`config.mk`:
```
export PLATFORM = sky130hd
export DESIGN_NAME = io_bus
export DESIGN_NICKNAME = d
export VERILOG_FILES = /design/src/rtl/io_bus_pkg.sv /design/src/rtl/io_bus_decode.sv /design/src/rtl/io_bus.sv
export SDC_FILE = /design/constraint.sdc
export NUM_CORES = 1
export LEC_CHECK = 0
export CELL_PAD_IN_SITES_DETAIL_PLACEMENT = 1
export CELL_PAD_IN_SITES_GLOBAL_PLACEMENT = 1
export CORE_MARGIN = 2
export CORE_UTILIZATION = 22
export DETAILED_ROUTE_END_ITERATION = 16
export GPL_ROUTABILITY_DRIVEN = 0
export HOLD_SLACK_MARGIN = 0.06
export PLACE_DENSITY_LB_ADDON = 0.1
export RECOVER_POWER = 50
export SLEW_MARGIN = 20
export SYNTH_ARGS = -nofsm -noshare
export SYNTH_HDL_FRONTEND = slang
export SYNTH_HIERARCHICAL = 1
export SYNTH_SLANG_ARGS = --single-unit
```
`constraint.sdc`:
```
create_clock -name clk_i -period 1.52 [get_ports clk_i]
set_input_delay 0.456 -clock clk_i [delete_from_list [all_inputs] [get_ports clk_i]]
set_output_delay 0.456 -clock clk_i [all_outputs]
set_load 0.05 [all_outputs]
```
`src/rtl/io_bus_pkg.sv`:
```
// Shared constants for the io_bus peripheral interconnect.
// Holds the transaction FSM encoding and the default ack timeout.
package io_bus_pkg;

    typedef enum logic [1:0] {
        ST_IDLE = 2'd0,
        ST_WAIT = 2'd1,
        ST_RESP = 2'd2
    } state_t;

    localparam int DEF_TIMEOUT = 15;
    localparam int CNT_W       = 8;

endpackage

```
`src/rtl/io_bus_decode.sv`:
```
// io_decode: combinational address decoder for io_bus.
// Produces a one-hot hit for the lowest-index matching slave and a miss flag.
module io_decode #(
    parameter int                            NUM_SLAVES = 4,
    parameter int                            ADDR_W     = 32,
    parameter logic [NUM_SLAVES*ADDR_W-1:0]  SLAVE_BASE = '0,
    parameter logic [NUM_SLAVES*ADDR_W-1:0]  SLAVE_MASK = '0
) (
    input  logic [ADDR_W-1:0]     i_addr,
    output logic [NUM_SLAVES-1:0] o_hit,
    output logic                  o_miss
);

    logic [NUM_SLAVES-1:0] w_raw;

    for (genvar k = 0; k < NUM_SLAVES; k++) begin : g_match
        assign w_raw[k] = (i_addr & SLAVE_MASK[k*ADDR_W +: ADDR_W]) == SLAVE_BASE[k*ADDR_W +: ADDR_W];
    end

    // x & -x keeps only the lowest set bit, giving lowest-index priority
    assign o_hit  = w_raw & (~w_raw + NUM_SLAVES'(1));
    assign o_miss = ~|w_raw;

endmodule

```
`src/rtl/io_bus.sv`:
```
// io_bus: single-master to NUM_SLAVES peripheral bridge with address decode,
// registered request outputs, per-access ack timeout and error response.
module io_bus
    import io_bus_pkg::*;
#(
    parameter int                            NUM_SLAVES = 4,
    parameter int                            ADDR_W     = 32,
    parameter int                            DATA_W     = 32,
    parameter logic [NUM_SLAVES*ADDR_W-1:0]  SLAVE_BASE = '0,
    parameter logic [NUM_SLAVES*ADDR_W-1:0]  SLAVE_MASK = '0,
    parameter int                            TIMEOUT    = DEF_TIMEOUT
) (
    input  logic                         clk_i,
    input  logic                         rst_i,
    input  logic                         req_i,
    input  logic                         we_i,
    input  logic [ADDR_W-1:0]            addr_i,
    input  logic [DATA_W-1:0]            wdata_i,
    input  logic [DATA_W/8-1:0]          be_i,
    output logic                         ready_o,
    output logic [DATA_W-1:0]            rdata_o,
    output logic                         err_o,
    output logic [NUM_SLAVES-1:0]        sel_o,
    output logic                         we_o,
    output logic [ADDR_W-1:0]            addr_o,
    output logic [DATA_W-1:0]            wdata_o,
    output logic [DATA_W/8-1:0]          be_o,
    input  logic [NUM_SLAVES*DATA_W-1:0] rdata_i,
    input  logic [NUM_SLAVES-1:0]        ack_i
);

    localparam int               BE_W    = DATA_W / 8;
    localparam logic [CNT_W-1:0] TO_LAST = CNT_W'(TIMEOUT - 1);

    state_t                r_state, w_next;
    logic [CNT_W-1:0]      r_cnt;
    logic [NUM_SLAVES-1:0] r_sel, w_hit;
    logic                  w_miss, w_ack, w_timeout;
    logic                  r_err, r_we;
    logic [DATA_W-1:0]     r_rdata, r_wdata, w_slv_rdata;
    logic [ADDR_W-1:0]     r_addr;
    logic [BE_W-1:0]       r_be;

    io_decode #(
        .NUM_SLAVES (NUM_SLAVES),
        .ADDR_W     (ADDR_W),
        .SLAVE_BASE (SLAVE_BASE),
        .SLAVE_MASK (SLAVE_MASK)
    ) u_dec (
        .i_addr (addr_i),
        .o_hit  (w_hit),
        .o_miss (w_miss)
    );

    assign w_ack     = |(ack_i & r_sel);
    // the edge that bumps the counter to TIMEOUT is the one that gives up
    assign w_timeout = (r_cnt == TO_LAST);

    always_comb begin
        w_slv_rdata = '0;
        for (int k = 0; k < NUM_SLAVES; k++) begin
            if (r_sel[k]) w_slv_rdata = w_slv_rdata | rdata_i[k*DATA_W +: DATA_W];
        end
    end

    always_ff @(posedge clk_i) begin
        if (rst_i) r_state <= ST_IDLE;
        else       r_state <= w_next;
    end

    always_comb begin
        w_next = r_state;
        case (r_state)
            ST_IDLE: if (req_i) w_next = w_miss ? ST_RESP : ST_WAIT;
            ST_WAIT: if (w_ack || w_timeout) w_next = ST_RESP;
            ST_RESP: w_next = ST_IDLE;
            default: w_next = ST_IDLE;
        endcase
    end

    always_comb begin
        ready_o = (r_state == ST_RESP);
        err_o   = (r_state == ST_RESP) && r_err;
    end

    always_ff @(posedge clk_i) begin
        if (rst_i) begin
            r_cnt   <= '0;
            r_sel   <= '0;
            r_err   <= 1'b0;
            r_rdata <= '0;
            r_we    <= 1'b0;
            r_addr  <= '0;
            r_wdata <= '0;
            r_be    <= '0;
        end else begin
            case (r_state)
                ST_IDLE: begin
                    if (req_i) begin
                        // on a miss w_hit is zero, so sel stays low and the error is flagged
                        r_sel   <= w_hit;
                        r_err   <= w_miss;
                        r_rdata <= '0;
                        r_cnt   <= '0;
                        r_we    <= we_i;
                        r_addr  <= addr_i;
                        r_wdata <= wdata_i;
                        r_be    <= be_i;
                    end
                end
                ST_WAIT: begin
                    if (w_ack) begin
                        r_sel   <= '0;
                        r_err   <= 1'b0;
                        r_rdata <= r_we ? '0 : w_slv_rdata;
                    end else begin
                        r_cnt <= r_cnt + CNT_W'(1);
                        if (w_timeout) begin
                            r_sel   <= '0;
                            r_err   <= 1'b1;
                            r_rdata <= '0;
                        end
                    end
                end
                default: ;
            endcase
        end
    end

    assign sel_o   = r_sel;
    assign rdata_o = r_rdata;
    assign we_o    = r_we;
    assign addr_o  = r_addr;
    assign wdata_o = r_wdata;
    assign be_o    = r_be;

endmodule
```
==> results.yml, run 1 <==
# yosys + openroad results
outcome:
  status: "finished with violations"
  violations: "negative setup slack"
synth:
  ys_chip_area_um2: 4970
  ys_top_cells_by_count: "243 x nand2_1, 116 x dfxtp_1, 75 x a21oi_1, 64 x a22oi_1, 34 x clkbuf_1"
  adder_share: 0.00503
  simple_gate_share: 0.227
  ff_type: "dfxtp_1"
  ys_ff: 116
  yosysMostFrequentCell: "nand2_1"
  yosysSeqAreaShare: 0.467
  largest_area_cell: "dfxtp_1"
  synthCells: 653
finish:
  fillers: 2591
  final-clk-cell-share: 0.0628
  lay_top_count: "nand2_1"
  multi_input_comb_cells: 480
  clockBufferCount: 21
  fin_area_um2: 10000
  largestClassByArea: "buffers"
hold_path:
  min_from: "addr_o[1]"
  min_path_type: "reg2reg"
  hold_end: "addr_o[1]"
global_route:
  grt_overflow: 0
  antenna_found_initial: 0
worst_setup_path:
  path_max_fanout: 2
  end_kind: "output port"
  r2r_cells: 6
  critical-path-max-stage-delay_ns: 0.32
  crit_path_start_kind: "register"
  reg2reg_from: "r_cnt[5]"
  crit_family: "flip-flops"
  cp_num_cells: 4
  r2r_slack_ns: -0.15
  critPathSlowestCell: "dfxtp_2"
routing:
  first_pass_iters: 4
  wl_met1_mm: 9.39
  drtIter0Drc: 208
sta:
  setup_violations: 40
  min_period_ns: 1.71
  fin_ws_ns: -0.187
  worst_slew_pin_slew_ns: 0.598
  grt_setup_unrepaired: "yes"
pwr:
  finalPower_mw: 10.3
  p_sw_mw: 3.01
  p_comb_frac: 0.262
  p_int_mw: 7.24
job:
  cap_violations: 0
clocking:
  clock_sinks: 116
  cts.clk_slew.worst_paths_ns: 0.06
  postCtsSetupRepairBufs: 18
==> run_1/m4.png <==
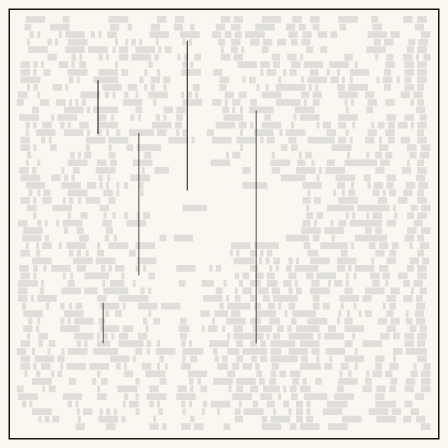
- main direction: vertical
- wire length on this layer: 222 um
- longest straight run: 83.6 um
- nets with wire on the layer: 2
- share of all routed wire: 0.94%
via count: 5,965
DRT Wirelength: 23.5 mm

==> run_1/layers.png <==
Only two layers are drawn.
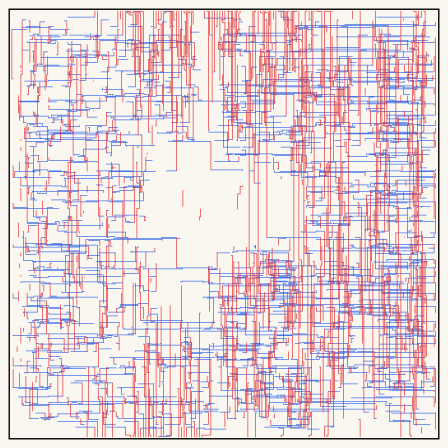
- red: M2 (wire length 11,700 um)
- blue: M1 (wire length 9,390 um)
GRT Total Usage: 0.195
average wire per standard cell: 18.2 um

==> run_1/floorplan.png <==
Scale bar: 50 um. Pins as bars on the die edge. Tap cells in gray.
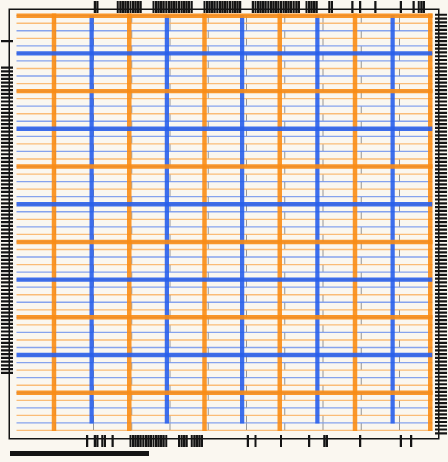
- orange: VSS
- blue: VDD
- met5 straps: 11
- tap cells: 285
- rows: 55
- met4 straps: 11
- met1 rails: 56
Die Span Y: 154 um
Max VDD drop: 0.000712 V
core area: 22,400 um^2

==> run 1 -> run 2 <==
- GPL_ROUTABILITY_DRIVEN: 0 -> not set
==> run_2/floorplan.png <==
Scale bar: 50 um. Pins as bars on the die edge. Tap cells in gray.
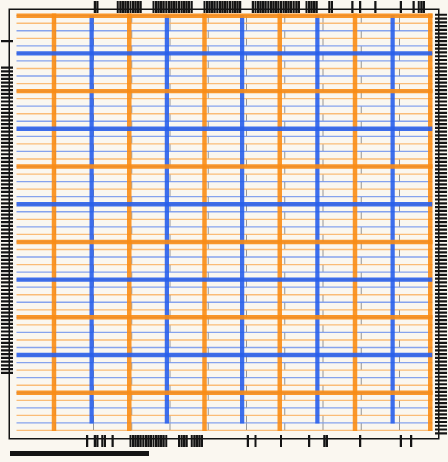
- orange: VSS
- blue: VDD
- signal pins: 311
- rows: 55
- met5 straps: 11
- met4 straps: 11
- met1 rails: 56
Die Wd: 154 um

==> run_2/layers.png <==
Only two layers are drawn.
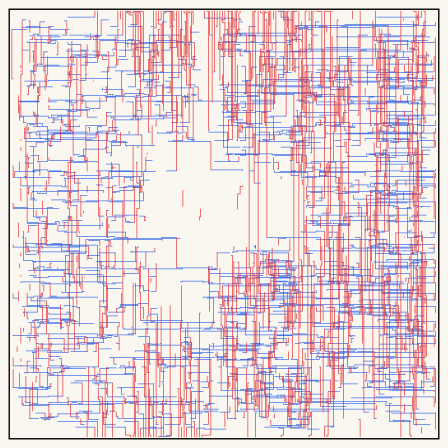
- red: M2 (wire length 11,700 um)
- blue: M1 (wire length 9,390 um)

==> run 2 against run 1 <==
Effect of this change:
- the run still ends with negative setup slack left
- register-to-register slack about the same
- sequential share of layout area unchanged
- critical path type unchanged
- wire length is the same
- cell area did not move
==> results.yml, run 2 <==
# yosys + openroad results
sta:
  setup_violations: 40
  worst_slew_pin_slew_ns: 0.598
  fin_ws_ns: -0.187
  min_period_ns: 1.71
worst_setup_path:
  r2r_slack_ns: -0.15
  path_max_fanout: 2
  cp_num_cells: 4
  end_kind: "output port"
  reg2reg_from: "r_cnt[5]"
  r2r_cells: 6
  crit_path_start_kind: "register"
routing:
  routed_wl_mm: 23.5
  first_pass_iters: 4
synth:
  ys_chip_area_um2: 4970
  synthCells: 653
  adder_share: 0.00503
  ff_type: "dfxtp_1"
  largest_area_cell: "dfxtp_1"
hold_path:
  min_from: "addr_o[1]"
  hold_end: "addr_o[1]"
  min_path_type: "reg2reg"
finish:
  clockBufferCount: 21
  fillers: 2591
  fin_area_um2: 10000
  multi_input_comb_cells: 480
clocking:
  clock_sinks: 116
  postCtsSetupRepairBufs: 18
outcome:
  status: "finished with violations"
  violations: "negative setup slack"
global_route:
  grt_use_total: 0.195
pwr:
  p_sw_mw: 3.01
  finalPower_mw: 10.3
==> run_2/congestion_map.png <==
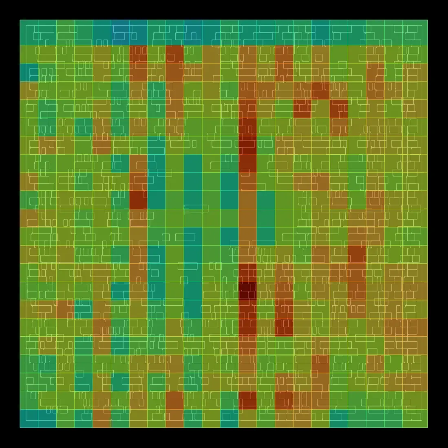

==> run 2 -> run 3 <==
- CORE_UTILIZATION: 22 -> 20
- SYNTH_HIERARCHICAL: 1 -> not set
==> run_3/congestion_map.png <==
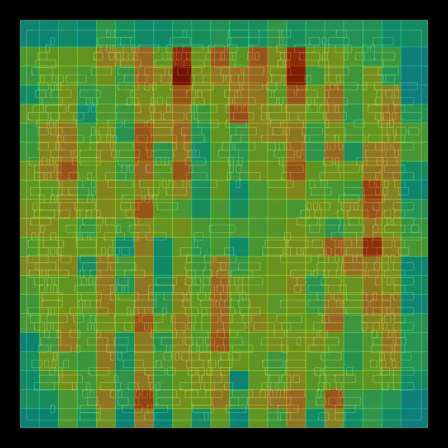
average wire per standard cell: 16.6 um
grt met2 use: 0.238

==> run_3/floorplan.png <==
Scale bar: 50 um. Pins as bars on the die edge. Tap cells in gray.
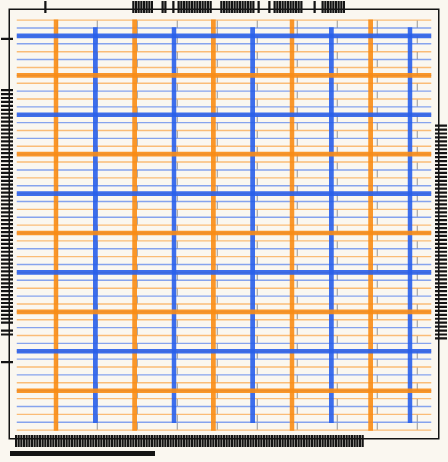
Die Span Y: 148 um
Max VDD drop: 0.000706 V
core area: 20,200 um^2
Die Wd: 148 um

==> run 3 against run 2 <==
Effect of this change:
- the flow still finishes with violations (negative setup slack)
- clock power is essentially flat
- sequential share of layout area grew 2.3 points
- sequential power is essentially flat
- power shrank 4.6%
- combinational power shrank 15%
- worst hold slack gained 0.040 ns
- area after synthesis shrank 17%
- synthesized cell count shrank 22%
- core utilization shrank 1.1 points
- wire length shrank 28%
- clock-buffer cell count shrank 1
==> results.yml, run 3 <==
# yosys + openroad results
outcome:
  status: "finished with violations"
  violations: "negative setup slack"
worst_setup_path:
  crit_start: "r_state[1]"
  path_max_fanout: 2
  r2r_slack_ns: -0.07
  crit_path_start_kind: "register"
  cp_num_cells: 3
  reg2reg_from: "r_state[0]"
  crit_family: "flip-flops"
  end_kind: "output port"
synth:
  largest_area_cell: "dfxtp_1"
  yosysMostFrequentCell: "nand2_1"
  ff_type: "dfxtp_1"
  adder_share: 0.00606
  ys_chip_area_um2: 4130
  synthCells: 510
  yosys-top-cells-area: "dfxtp_1 55%, nand2_1 16%, a21oi_1 9.0%"
finish:
  nets: 948
  multi_input_comb_cells: 361
  fillers: 2219
  nNonClkInverters: 1
  clockBufferCount: 20
  regArea_um2: 2270
  area_growth_pct: 114
  buf_share: 0.416
clocking:
  postCtsSetupRepairBufs: 3
  htree_levels: 4
hold_path:
  min_from: "wdata_o[28]"
  hold_end: "wdata_o[28]"
  min_path_type: "reg2reg"
routing:
  wl_met3_mm: 1.52
  routed_wl_mm: 17.0
  drc: 0
  first_pass_iters: 4
sta:
  setup_violations: 62
  min_period_ns: 1.61
  fin_ws_ns: -0.0886
place:
  portBuffers: 208
  gp_congestion: 0.765
pwr:
  power_leader: "clock"
  finalPower_mw: 9.78
Power figures rest on the tool's default switching activity, not on a simulated workload.
